**Cells colored by class**

Fill, decap, tap and diode cells in gray.
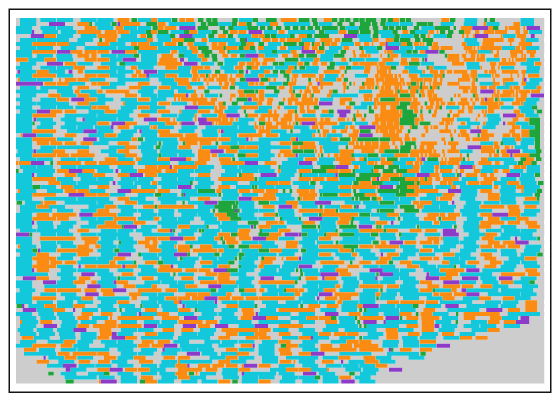
**Ports around the boundary**

Pins as bars across the die edge, other pins in gray.
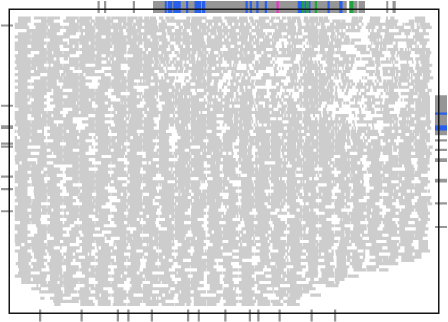
**Cell placement**

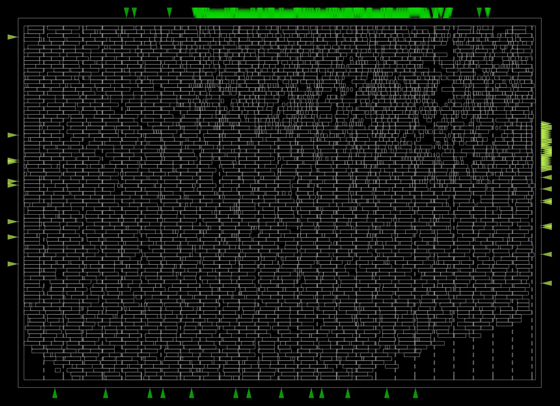
**Clock distribution**

Scale bar: 100 µm.
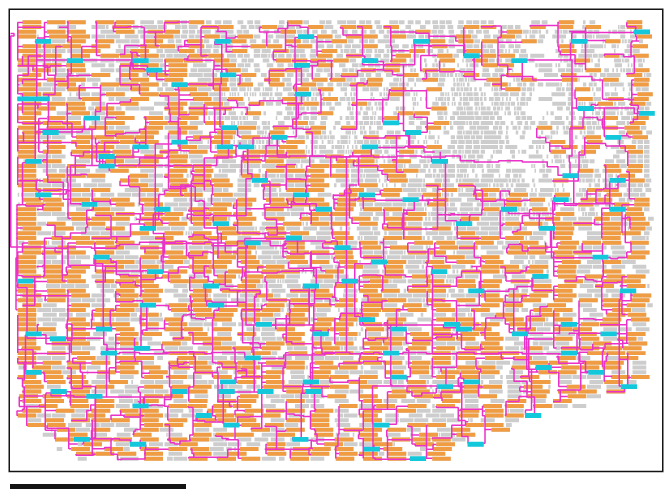
==> config.mk <==
export PLATFORM = sky130hd
export DESIGN_NAME = decode_stage_pipe_flat
export DESIGN_NICKNAME = d
export VERILOG_FILES = /design/src/rtl/decode_stage_pipe_if.sv /design/src/rtl/decode_stage_pipe.sv /design/src/flat_wrapper.sv
export SDC_FILE = /design/constraint.sdc
export NUM_CORES = 2
export LEC_CHECK = 0
export CAP_MARGIN = 20
export CORE_ASPECT_RATIO = 0.7
export CORE_MARGIN = 4
export CORE_UTILIZATION = 65
export CTS_CLUSTER_DIAMETER = 80
export DETAILED_ROUTE_END_ITERATION = 16
export GPL_TIMING_DRIVEN = 0
export MAX_ROUTING_LAYER = met4
export PLACE_DENSITY = 0.86
export SLEW_MARGIN = 20
export SYNTH_ARGS = -nofsm -noshare
export SYNTH_HDL_FRONTEND = slang
export SYNTH_SLANG_ARGS = --single-unit
==> constraint.sdc <==
create_clock -name clk -period 13.7 [get_ports clk]
set_input_delay 2.055 -clock clk [delete_from_list [all_inputs] [get_ports clk]]
set_output_delay 2.055 -clock clk [all_outputs]
set_load 0.05 [all_outputs]
==> run summary <==
Implementation numbers.

- The flow ran to the end, and the final reports show no timing, DRC or antenna violations.
- For reference, compound AND-OR and OR-AND cells occupy 1.742% of the area reported after synthesis.
- The routed length per placed instance is 45.48 µm.
- In this run, post-CTS repair resized a total of 0 instances.
- The worst setup path is launched from an input pin.
- The worst setup path is of the in -> reg kind.
- The number of warnings issued by yosys is 0.
- After floorplanning, the die was sized to cover 0.09659 mm².
- In the detailed route, the total length drawn on met3 is 40,460 µm.
- Multiplexer cells account for 30.20% of the synthesized area.
- The met1 wire length is 67,660 µm.
- The global-route wire length before repair is 307,300 µm.
- According to the finish report, the design has a final net count of 3,722.
- The hold-critical path depth is 1.
- The critical path contains buffers and inverters numbering 6 combined.
- Timing would allow up to 118.9 MHz.
- The analysis reports a worst IR drop on VDD of 0.1944 mV.
- For met2 alone, demand over resource in global routing was 65.82%.
- The violation count after the first detailed-route iteration is 8,390.
- The commonest register cell after synthesis is edfxtp_1.
- The floorplan step records an initial core utilization of 65.81%.
- Looking at the clock tree report, the H-tree level count equals 3.
- Per the OpenROAD floorplan log, the width of the die is 369.8 µm.
- In this design, the largest share of critical-path delay is due to buffers and inverters.
- The top cell type in the final layout, fill and taps aside, is edfxtp_1.
- The leakage component of the power was reported as 0.02379 µW.
- The top cell type by total area after synthesis is edfxtp_1.
- The required time of the worst setup path is 14.30 ns.
- The synthesis run identifies the leading combinational cell family as multiplexers.
- Measured against its own limit, the worst slew margin works out to 6.649%.
- The global routing report lists met1 layer usage as 59.09%.
- Between the synthesized netlist and the finished layout, the area growth was recorded as 16.17%.
- For the final routed database, the setup TNS stands at 0 ns.
- The detailed router reports a met2 wire length of 96,140 µm.
- In this run, synthesis produced a sequential element count of 1,233.
- TritonCTS built the clock tree.
- The global router's overall resource usage is 47.96%.
- The number of flip-flops in the largest register is 1,024.
- In this run the power density over the cells is 134.0 mW/mm².
- Counting I/O delays and the setup requirement, the final critical path takes 8.413 ns.
- The stat command in Yosys gives a chip area of 0.05954 mm².
- The share of synthesized area occupied by flip-flops and latches is 60.42%.
- The total count of hold-check failures in the final report is 0.
- The routability congestion estimate is 0.9568.
- The first TritonRoute pass finished after 12 iterations.
- The maximum clock insertion buffer count is 3.
- In this run the number of cells on the critical path is 18.
- The count of boundary I/O pins is 253.
- On the critical path, the stage with the largest delay is an instance of clkbuf_1.
- After synthesis, the netlist uses 62 different library cells.
- Dividing the synthesized area by the synthesized cell count gives 19.24 µm².
- The overflow left after global routing is 0.
- The met3 capacity usage during global routing is 21.68%.
- The synth_stat.txt file lists the number of cells as 3,095.
- The proportion of synthesized flip-flops having asynchronous set or reset is 16.95%.
- Clock tree synthesis selected as its root buffer the cell clkbuf_16.
- For this block, the via count after detailed routing is 39,990.
- The highest metal layer with signal wires is met4.
- The HPWL after detailed placement is 147,600 µm.
- The initial antenna violation count is 10.
- At the placement stage, the worst setup path has a slack of 5.104 ns.
- The number of nets with antenna violations after detailed routing is 0.
- The worst register-to-register path depth is 12.
- TritonCTS created 113 clock buffers.
- Max-slew check failures listed in the final report amount to 0.
- The clock slew at the register clock pins of the worst setup and hold paths is 0.07 ns.
- The reported max-cap violation count is 0.
- The pin slew with the least headroom to its limit is 1.400 ns.
- Looking at the post-CTS report, the setup buffer insertion count equals 0.
- Per the post-synthesis report, the number of cells in the design is 3,095.
- STA classifies the critical path endpoint as a flop.
- Sorting the synthesized cells by area gives the leading types as edfxtp_1 52%, mux4_2 25%, dfrtp_1 8.8%.
- The most common logic cells in the final layout are 1,024 x edfxtp_1, 669 x mux4_2, 227 x clkdlybuf4s50_1.
- Summing all placed instances gives a cell area of 0.06539 mm².
- The xor and xnor fraction of the mapped netlist area is 1.736%.
- The part of the cycle the worst path needs is 61.41%.
- The hold-fix buffer count after cts is 0.
- Of the total synthesized cell area, the portion taken by AND, OR, NAND and NOR gates is 2.572%.
- The number of cells after detailed placement is 4,654.
- The number of DRC violations after detailed routing is 0.
- The end-of-flow timing check tallies setup violations at 0.
- Setup repair after global routing left no endpoint under its margin.
- The number of global-route vias before repair was 40,020.
- The signal on the critical path passes through clkdlybuf4s50_1 -> buf_2 -> buf_2 -> clkbuf_1 -> clkbuf_1 -> mux4_2 -> mux4_2 -> mux2i_1 -> nor2_1 -> inv_1 -> ha_1 -> nand4_1 -> nor4_1 -> nand3_1 -> or3b_2 -> nand4_1 -> or3_1 -> o31ai_1.
- Entering global routing, the biggest net connects 109 pins.
- Per STA, the highest per-stage delay on the worst path measures 0.96 ns.
- The stage logs contain a warning count of 33.
- Per the timing report, the biggest fanout along the worst path comes to 10.
- In this run the biggest area consumer among cell types represents 51.64% of the synthesized area.
- The count of flip-flops with a built-in enable after synthesis is 1,024.
- The proportion of layout cells with a drive suffix above 1 is 34.10%.
- The adder and majority cell fraction of the synthesized area is 1.324%.
- The type of the worst min-delay path is reg -> reg.
- For this design, the sink count on the clock tree is 1,233.
- Setup slack on the worst reg-to-reg path comes out at 8.95 ns.
- The number of vias per cell is 8.187.
- After detailed routing, the total wire length is 222,100 µm.
- The post-route worst setup slack is 5.287 ns.
- The arrival time at the worst endpoint is 9.02 ns.
- The post-synthesis cell area is 0.05954 mm².
- The global router reports that the layer with the highest usage is met2.
About 'cells colored by class':
[clock drivers and dummy loads] purple | cells: 214 | share of their area: 5.5%
[remaining logic cells] orange | cells: 1,673 | share of their area: 34%
[remaining buffers and delay cells] green | cells: 531 | share of their area: 7.4%
[registers] cyan | cells: 1,233 | share of their area: 53%
total core area: 0.09048 mm²
post-route design area: 0.06917 mm²
flip-flop and latch share of the layout cell area: 52.02%
share of the core filled with cells in the final layout: 76.45%

About 'ports around the boundary':
[bus_rd] green | pins: 5 | direction: output | edge: north
[bus_opb_data] blue | pins: 32 | direction: output | edge: 28 north, 4 east
[bus_branch_result] magenta | pins: 1 | direction: output | edge: north
vertical die dimension: 261.2 µm
I/O Buffers: 236

About 'cell placement':
Tap Cells: 1,222
filler-free cell count of the finished design: 4,884
Flop Count: 1,233
total number of placement rows: 92
fillers: 4,722

About 'clock distribution':
[clock-net drivers] cyan | count: 113
[clock wires] magenta | length: 14,500 µm
[flip-flops] orange | count: 1,233
routed clock nets: 114
Skew-Pair Late Insertion Delay: 0.76 ns
Setup Skew: 0.04627 ns
Clock net power: 3250 µW
part of the power in the clock network: 35.1%

==> through the flow <==
| step | util, % | total power [µW] | hold slack, ns |
|---|---|---|---|
| after floorplan | - | 5360 | 0.4300 |
| after global placement | 70.24 | 5947 | 0.4427 |
| after detailed placement | 72.27 | 6015 | 0.4482 |
| after CTS | 76.37 | 9192 | 0.4711 |
| after global routing | 76.44 | 9452 | 0.4889 |
| final | 76.45 | 9267 | 0.4777 |
==> final cells by class <==
class | count | area, µm²
plain buffers | 220 | 1065
well taps | 1222 | 1529
repair buffers | 311 | 3948
clock inverters | 77 | 739.5
flip-flops and latches | 1233 | 35980
inverters | 46 | 180.2
diodes | 11 | 27.53
fillers | 4722 | 21310
clock buffers | 137 | 2970
multi-input cells | 1627 | 22730
==> worst reg2reg max path, stage by stage (launching register included) <==
cell	delay (ns)
edfxtp_1	0.43
mux4_2	0.54
mux4_2	0.50
mux2i_1	0.55
nor2_1	0.30
ha_1	0.39
nand4_1	0.18
nor4_1	0.67
nand3_1	0.28
or3b_2	0.51
nand4_1	0.10
or3_1	0.10
o31ai_1	0.06
==> power breakdown <==
group	leakage, µW	switching [µW]	internal [µW]	total, µW
Sequential	0.0119	107	4220	4320
Combinational	0.0101	1060	628	1690
Clock	0.00180	1490	1760	3250
Total	0.0238	2660	6610	9270
==> Yosys cell counts (11+ instances only) <==
master       n
buf_2       78
a21oi_1     32
inv_1       46
nor3_1      24
o21ai_0     63
mux2_1      16
nand3_1     22
nand2_1     26
xor2_1      72
mux2i_1     77
mux4_2     669
clkbuf_1    89
edfxtp_1  1024
mux2_2     108
a211oi_1    13
nand4_1     11
dfrtp_1    209
buf_6       11
mux2_4      50
nor2_1     191
buf_1       40
xnor2_1     46
ha_1        63
Power and IR drop assume default switching activity.
